`src/rtl/apb_slave_regfile.sv`:
```
// APB3 completer holding NUM_REGS word registers (index 0 is a read-only ID) with
// programmable wait states and PSLVERR on misaligned, out-of-range or read-only accesses.
module apb_slave_regfile #(
    parameter int unsigned      DSIZE       = 32,
    parameter int unsigned      ASIZE       = 32,
    parameter int unsigned      NUM_REGS    = 16,
    parameter logic [ASIZE-1:0] BASE_ADDR   = '0,
    parameter int unsigned      WAIT_CYCLES = 0,
    parameter logic [DSIZE-1:0] ID_VALUE    = 32'hA9B3_0001
) (
    input  logic             i_pclk,
    input  logic             i_presetn,
    input  logic             i_psel,
    input  logic             i_penable,
    input  logic             i_pwrite,
    input  logic [ASIZE-1:0] i_paddr,
    input  logic [DSIZE-1:0] i_pwdata,
    output logic [DSIZE-1:0] o_prdata,
    output logic             o_pready,
    output logic             o_pslverr
);

    localparam int unsigned IDXW = (NUM_REGS > 1) ? $clog2(NUM_REGS) : 1;

    localparam logic [0:0] StIdle   = 1'b0;
    localparam logic [0:0] StAccess = 1'b1;

    logic [0:0]       r_state;
    logic [3:0]       r_wait_cnt;
    logic [ASIZE-1:0] r_addr;
    logic [DSIZE-1:0] r_wdata;
    logic             r_write;
    logic [DSIZE-1:0] r_regs [NUM_REGS];

    logic [0:0]       w_state_nxt;
    logic [3:0]       w_cnt_nxt;
    logic             w_capture;
    logic             w_pready;
    logic [ASIZE-1:0] w_off;
    logic [ASIZE-1:0] w_word;
    logic [IDXW-1:0]  w_idx;
    logic             w_err;
    logic             w_wr_en;
    logic [DSIZE-1:0] w_rdata;

    // Completion is decoded from registered state plus the live strobes.
    assign w_pready = (r_state == StAccess) && i_psel && i_penable && (r_wait_cnt == 4'd0);

    // Decode works only on the captured address so mid-access PADDR changes are harmless.
    assign w_off  = r_addr - BASE_ADDR;
    assign w_word = w_off >> 2;
    assign w_idx  = w_word[IDXW-1:0];
    assign w_err  = (r_addr[1:0] != 2'b00) || (r_addr < BASE_ADDR) ||
                    (w_word >= ASIZE'(NUM_REGS)) || (r_write && (w_word == '0));

    assign w_wr_en = w_pready && r_write && !w_err;
    assign w_rdata = (w_idx == '0) ? ID_VALUE : r_regs[w_idx];

    assign o_pready  = w_pready;
    assign o_pslverr = w_pready && w_err;
    assign o_prdata  = (w_pready && !r_write && !w_err) ? w_rdata : '0;

    always_comb begin
        w_state_nxt = r_state;
        w_cnt_nxt   = r_wait_cnt;
        w_capture   = 1'b0;
        case (r_state)
            StIdle: begin
                if (i_psel && !i_penable) begin
                    w_state_nxt = StAccess;
                    w_cnt_nxt   = 4'(WAIT_CYCLES);
                    w_capture   = 1'b1;
                end
            end
            StAccess: begin
                if (!i_psel) begin
                    w_state_nxt = StIdle;
                end else if (i_penable) begin
                    if (r_wait_cnt != 4'd0) begin
                        w_cnt_nxt = r_wait_cnt - 4'd1;
                    end else begin
                        w_state_nxt = StIdle;
                    end
                end
            end
            default: w_state_nxt = StIdle;
        endcase
    end

    always_ff @(posedge i_pclk or negedge i_presetn) begin
        if (!i_presetn) begin
            r_state    <= StIdle;
            r_wait_cnt <= 4'd0;
            r_addr     <= '0;
            r_wdata    <= '0;
            r_write    <= 1'b0;
        end else begin
            r_state    <= w_state_nxt;
            r_wait_cnt <= w_cnt_nxt;
            if (w_capture) begin
                r_addr  <= i_paddr;
                r_wdata <= i_pwdata;
                r_write <= i_pwrite;
            end
        end
    end

    // Entry 0 is never written; its read value comes from ID_VALUE.
    always_ff @(posedge i_pclk or negedge i_presetn) begin
        if (!i_presetn) begin
            for (int i = 0; i < NUM_REGS; i++) begin
                r_regs[i] <= '0;
            end
        end else begin
            for (int i = 1; i < NUM_REGS; i++) begin
                if (w_wr_en && (w_idx == IDXW'(i))) begin
                    r_regs[i] <= r_wdata;
                end
            end
        end
    end

endmodule
```
`config.mk`:
```
export PLATFORM = sky130hd
export DESIGN_NAME = apb_slave_regfile
export DESIGN_NICKNAME = d
export VERILOG_FILES = /design/src/rtl/apb_slave_regfile.sv
export SDC_FILE = /design/constraint.sdc
export NUM_CORES = 1
export LEC_CHECK = 0
export ABC_CLOCK_PERIOD_IN_PS = 7490
export CAP_MARGIN = 20
export CORE_UTILIZATION = 62
export DETAILED_ROUTE_END_ITERATION = 8
export GPL_TIMING_DRIVEN = 0
export HOLD_SLACK_MARGIN = 0.05
export PLACE_DENSITY_LB_ADDON = 0.2
export SYNTH_ARGS = -nofsm -noshare
export SYNTH_HDL_FRONTEND = slang
export SYNTH_SLANG_ARGS = --single-unit
```
`constraint.sdc`:
```
create_clock -name i_pclk -period 7.49 [get_ports i_pclk]
set_input_delay 1.498 -clock i_pclk [delete_from_list [all_inputs] [get_ports i_pclk]]
set_output_delay 1.498 -clock i_pclk [all_outputs]
set_load 0.03 [all_outputs]
```
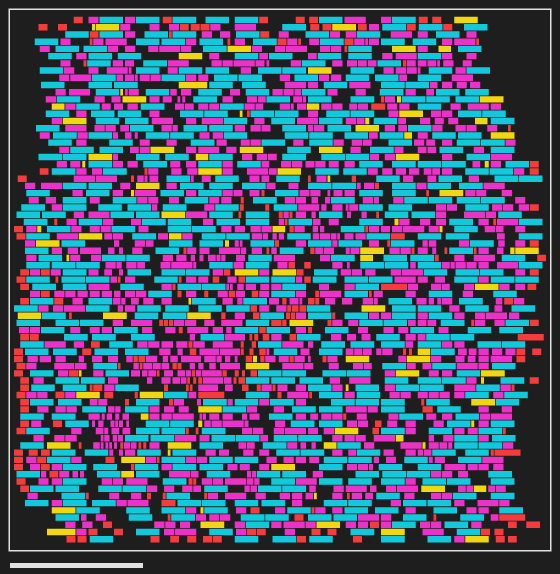
*Placed cells, one colour a class*
Scale bar: 50 µm.
clock drivers and dummy loads: in yellow, cells 98, share of their area 6.2%. sequential cells: in cyan, cells 550, share of their area 49%. combinational and other logic: in magenta, cells 964, share of their area 38%. remaining buffers and delay cells: in red, cells 260, share of their area 6.9%.

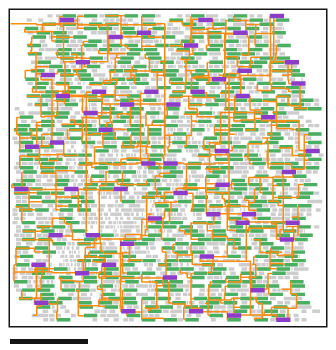
*Clock distribution*
Scale bar: 50 µm.
flip-flops: in green, count 550. clock drivers: in purple, count 55. clock wires: in orange, length 6490 µm.
There are 56 routed clock nets. Position of the flops: widely spread.

==> results.json <==
{
  "outcome": "finished clean",
  "tool_warnings": 34,
  "cts_tree": "done",
  "seq_area_frac_synth": 0.546,
  "grt_max_degree": 125,
  "hold_depth": 1,
  "fp-row-count": 73,
  "r2r-end": "r_regs[115]",
  "slew_violations": 0,
  "worstPathCellList": "clkdlybuf4s50_1 > and3_1 > clkbuf_1 > buf_2 > nand3b_1 > nor4_4 > a21boi_0 > clkdlybuf4s50_1",
  "r2r_setup_slack_ns": 4.01,
  "cp_slowest_cell": "nor4_4",
  "min_from": "r_regs[324]",
  "worstRegToRegCells": 7,
  "wl_per_cell_um": 28.5,
  "top_area_frac": 0.546,
  "avgViaCountPerCell": 6.62,
  "syn_area_per_cell_um2": 15.2,
  "power_leakage_nw": 13.9,
  "path_clk_slew_ns": 0.06,
  "num_vias": 15900,
  "port_buffers": 101,
  "path_delay_family": "buffers and inverters",
  "fmax_ghz": 0.151,
  "syn_inst": 1663,
  "post-synth-top-area-cell": "dfrtp_1",
  "yosysWarningCount": 32,
  "topRoutingLayerUsed": "met4",
  "min_to": "r_regs[324]",
  "period_used_share": 0.885,
  "relSlewSlack": 0.191,
  "drcViolationCount": 0,
  "fin_worst_skew_ns": 0.0127,
  "setup_viol": 0,
  "die_h_um": 204,
  "totalWireLength_mm": 68.3,
  "finalNetCount": 1901,
  "clockRootBuffer": "clkbuf_16",
  "fp_util": 0.632,
  "cts_setup_buffers": 0,
  "numCtsBuffers": 55,
  "die-width_um": 204,
  "fin_total_pwr_w": 0.00710,
  "critPathMaxStageDelay_ns": 0.78,
  "synth-edff-count": 0,
  "antenna_found_initial": 0,
  "r2r_start": "r_wait_cnt[0]",
  "ir_drop_v": 0.000247,
  "chipArea_mm2": 0.0415,
  "gp_congestion": 0.894,
  "m1WireLength_mm": 28.3,
  "clockBufferDepth": 3,
  "cp.buffers_inverters": 4,
  "crit_type": "input pin to output port",
  "drtIter0Drc": 1235,
  "ys_ff": 550,
  "top_cells_by_count": "dfrtp_1 (550), mux2_2 (458), mux2_1 (112)",
  "worstMarginPinSlew_ns": 1.21,
  "grt_overflow": 0,
  "area_delta_synth_final_pct": 14.4,
  "synth_cell_type_count": 50
}
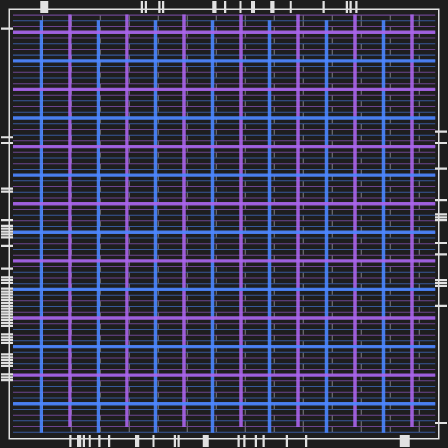
*PDN straps and rails*
Pins as bars on the die edge. Tap cells in grey.
VDD: in purple. VSS: in blue.
The core has 73 rows. 14 straps on met4. 14 straps on met5.

stage by stage:
| stage | area (µm²) | util | hold WS (ns) | setup WS, ns | instances |
|---|---|---|---|---|---|
| final | 28900 | 0.723 | 0.482 | 0.861 | 2397 |
| after global routing | 28900 | 0.723 | 0.499 | 0.821 | 2397 |
| after detailed placement | 27100 | 0.678 | 0.471 | 0.930 | 2296 |
| after global placement | 26900 | 0.674 | 0.461 | -18.37 | 2289 |
| after floorplan | 25200 | - | 0.452 | 2.33 | 1663 |
| after CTS | 28800 | 0.722 | 0.484 | 0.929 | 2394 |
layer usage:
metal,vias up,GRT usage
li1,6542,-
met1,8479,0.468
met2,677,0.534
met3,165,0.0647
met4,0,0.163
met5,-,0
power breakdown:
group          internal [W]  switching, W
sequential          0.00307      0.000120
combinational      0.000403      0.000814
clock               0.00154       0.00116
total               0.00501       0.00210
cells by family after synthesis:
kind of cell,Yosys count,share of synthesized area
AND-OR/OR-AND,113,0.0365
adder cells (fa/ha/maj),1,0.000496
buffers and inverters,153,0.0289
flip-flops,550,0.546
multiplexers,699,0.346
AND/OR/NAND/NOR,147,0.0423
registers in the layout, indices dropped and copies added, names as in the netlist:
register	cells
r_wdata	32
r_addr	32
r_write	1
r_state	1
r_wait_cnt	4
r_regs	480
layout make-up:
type / instances / area [µm²] / share of cell area
Sequential cell: 550 / 13800 / 0.477
Multi-Input combinational cell: 960 / 10700 / 0.372
Clock buffer: 84 / 1610 / 0.0556
Timing Repair Buffer: 111 / 1220 / 0.0423
Buffer: 149 / 713 / 0.0247
Tap cell: 525 / 657 / 0.0228
Clock inverter: 14 / 131 / 0.00455
Inverter: 4 / 15.0 / 0.000520
worst max-delay path by stage:
stage	from	slack [ns]	to	cells after the start
5_1_grt	i_psel	0.82	o_prdata[17]	8
3_5_place_dp	i_psel	0.93	o_prdata[17]	8
6_report	i_psel	0.86	o_prdata[17]	8
4_1_cts	i_psel	0.93	o_prdata[17]	8
3_3_place_gp	i_presetn	-18.37	r_wdata[27]	1
2_1_floorplan	i_penable	2.33	o_prdata[16]	7
placed cells by master (no fill, tap or decap), drive strengths merged, types with 25 or more instances in the layout:
master	Yosys	final
a221oi	33	33
dfrtp	550	550
mux4	82	82
mux2i	47	47
mux2	570	570
buf	113	124
nor4	25	25
clkdlybuf4s50	0	100
clkbuf	36	120
Power and IR drop assume default switching activity.
